==> config.mk <==
export PLATFORM = sky130hd
export DESIGN_NAME = vn_cycle_controller_flat
export DESIGN_NICKNAME = d
export VERILOG_FILES = /design/src/rtl/vn_cycle_controller_if.sv /design/src/rtl/vn_cycle_controller.sv /design/src/flat_wrapper.sv
export SDC_FILE = /design/constraint.sdc
export NUM_CORES = 1
export LEC_CHECK = 0
export ABC_AREA = 1
export CORE_MARGIN = 3
export CORE_UTILIZATION = 49
export CTS_BUF_LIST = sky130_fd_sc_hd__clkbuf_4 sky130_fd_sc_hd__clkbuf_8
export CTS_CLUSTER_SIZE = 30
export DETAILED_ROUTE_END_ITERATION = 10
export HOLD_SLACK_MARGIN = 0.12
export PLACE_DENSITY = 0.85
export SYNTH_ARGS = -nofsm -noshare
export SYNTH_HDL_FRONTEND = slang
export SYNTH_SLANG_ARGS = --single-unit
==> constraint.sdc <==
create_clock -name clock -period 3.3 [get_ports clock]
set_input_delay 0.495 -clock clock [delete_from_list [all_inputs] [get_ports clock]]
set_output_delay 0.495 -clock clock [all_outputs]
set_load 0.05 [all_outputs]
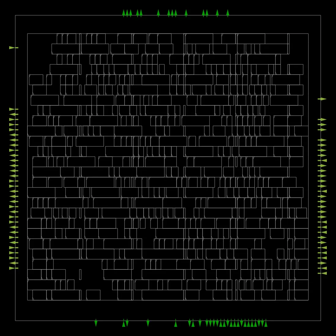
*Cell placement*
num rows: 26
Core Area: 0.00527 mm2

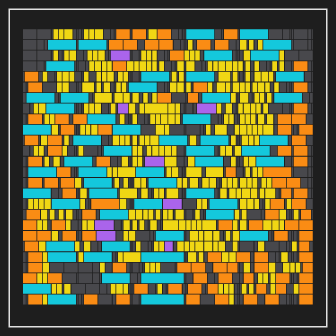
*Cell classes on the final placement*
Fill, decap, tap and diode cells in grey.
legend:
  purple:
    class: clock drivers and dummy loads
    cells: 8
  cyan:
    class: flip-flops
    cells: 56
  yellow:
    class: all other logic
    cells: 338
  orange:
    class: other buffers and delay cells
    cells: 105
Final Instance Area: 0.00392 mm2
register share of the cell area: 29.4%
final core utilization: 74.3%

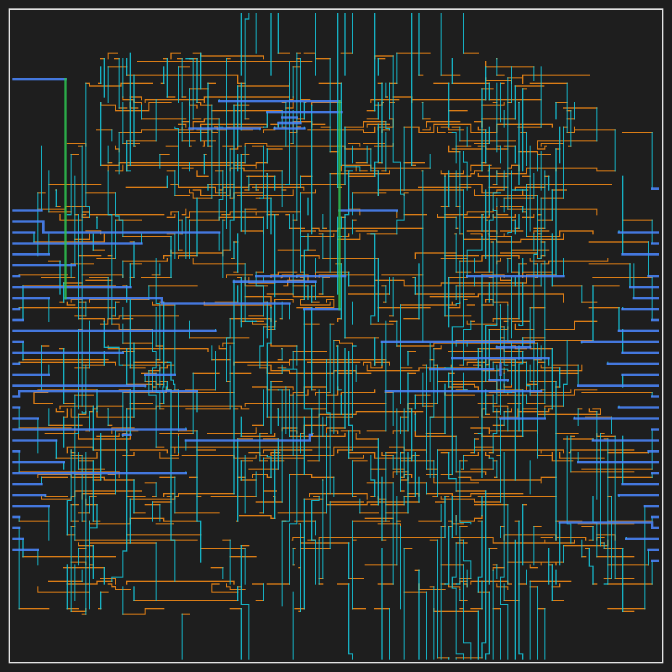
*Signal wires by layer*
legend:
  blue:
    layer: met3
    wire_length: 584 um
  orange:
    layer: met1
    wire_length: 2980 um
  green:
    layer: met4
    wire_length: 53.0 um
  cyan:
    layer: met2
    wire_length: 3560 um
vias post-DR: 2899
overall routed net length: 7180 um
gr usage total: 22.4%

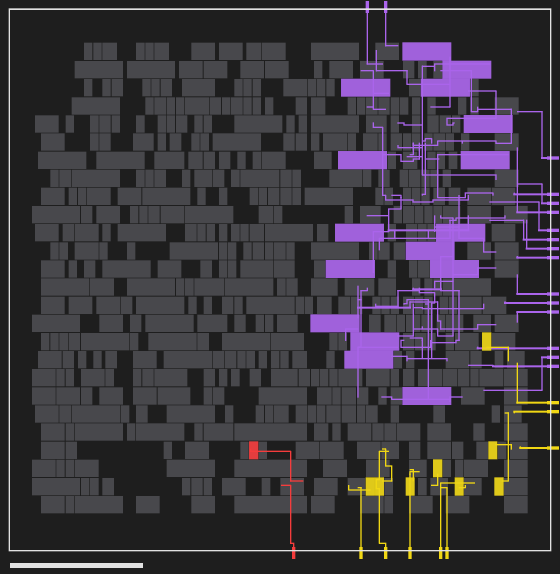
*I/O nets highlighted*
The bar under the picture is 20 um long.
legend:
  yellow:
    port: bus_mem_addr
    bits: 8
    direction: output
    edge: 5 bottom, 3 right
    end_cells: 8
    wire: 121 um
  purple:
    port: cycle_count
    bits: 16
    direction: output
    edge: 14 right, 2 top
    end_cells: 16
    wire: 669 um
  red:
    port: step_mode
    bits: 1
    direction: input
    edge: bottom
    end_cells: 1
    wire: 23.8 um
I/O Buffers: 103
I/O pins: 104

==> impl_metrics.py <==
# Synthesis and PnR figures
metrics = {
    "run_status": {
        "outcome": "complete, no violations",
    },
    "critical_path": {
        "critPathArrivalTime_ns": 2.18,
        "path_max_fanout": 13,
        "slowest_stage": "clkdlybuf4s50_1",
        "end_kind": "output pin",
        "ff2ff_path_depth": 8,
        "path_class": "reg2out",
        "path_depth": 5,
    },
    "layout": {
        "fin_nets": 549,
        "nFillCells": 461,
        "n_antenna_cell": 0,
        "syn_to_final_growth_pct": 42.0,
    },
    "synthesis": {
        "async_flop_share_pct": 0,
        "syn_area_mm2": 0.00276,
        "ys_warn_count": 0,
        "synthDistinctLibCells": 31,
        "yosys_cells": 406,
        "yosys.area.top_type_share_pct": 38.5,
        "ys_area_mm2": 0.00276,
    },
    "power_and_ir_drop": {
        "ir_drop_v": 0.000503,
        "powerDensity_mw_per_mm2": 650,
        "leakagePower_nw": 1.61,
    },
    "routing": {
        "drc": 0,
        "dr.pass1.iters": 4,
        "ant_nets": 0,
        "routedWlPerCell_um": 12.4,
    },
    "clock_tree": {
        "clock_path_buffers": 2,
        "clk_latency_ns": 0.31,
        "path_clk_slew_ns": 0.10,
    },
    "timing": {
        "period_used_pct": 81.0,
        "hold_viol_final": 0,
    },
    "die": {
        "die_w_um": 81.0,
        "fp_util_pct": 52.3,
    },
    "global_route": {
        "grt_pass1_wl_um": 11800,
        "overflow": 0,
    },
}
[worst min-delay path: stages, from the launching register on]
cell and delay (ns):
dfxtp_1 0.35, nand2_1 0.07, nand2_1 0.05
[metal layers]
metal	GRT usage, %	vias to the layer above
met5	0	-
met4	6.59	0
met3	6.54	5
met2	41.5	109
met1	24.6	1292
li1	-	1493
[layout by cell type (no fill, tap or decap), types with 6 or more instances in the layout]
cell and count:
a21oi_1 21, buf_4 11, clkbuf_8 6, clkdlybuf4s50_1 92, dfxtp_1 53, inv_1 38
nand2_1 84, nand3_1 35, nand4_1 6, nor2_1 87, nor3_1 8, o21ai_0 27
[cell families after synthesis]
kind of cell,after synthesis,share of synthesized area [%]
simple gates,236,37.2
flops,56,41.7
buf+inv,54,8.21
compound gates,52,9.80
xor+xnor,4,1.27
fa+ha+maj,4,1.81
[power breakdown]
| group | internal [mW] | switching, mW |
|---|---|---|
| sequential | 0.794 | 0.0748 |
| combinational | 0.385 | 0.900 |
| clock | 0.171 | 0.222 |
| total | 1.35 | 1.20 |
[per-stage QoR]
| stage | power (mW) | setup WS [ns] | area [um2] |
|---|---|---|---|
| 2_1_floorplan | 1.78 | 0.739 | 2760 |
| 3_3_place_gp | 2.14 | 0.816 | 3820 |
| 3_5_place_dp | 2.17 | 0.798 | 3820 |
| 4_1_cts | 2.56 | 0.618 | 3920 |
| 5_1_grt | 2.68 | 0.492 | 3920 |
| 6_report | 2.55 | 0.626 | 3920 |
[layout make-up]
| cell class | count | area [um2] | share of cell area [%] |
|---|---|---|---|
| clock buffer | 6 | 82.6 | 2.11 |
| clock inverter | 2 | 13.8 | 0.351 |
| inverter | 42 | 158 | 4.03 |
| multi-input combinational | 296 | 1380 | 35.2 |
| sequential | 56 | 1150 | 29.4 |
| tap | 70 | 87.6 | 2.24 |
| timing repair buffer | 105 | 1040 | 26.6 |
Power figures rest on the tool's default switching activity, not on a simulated workload.
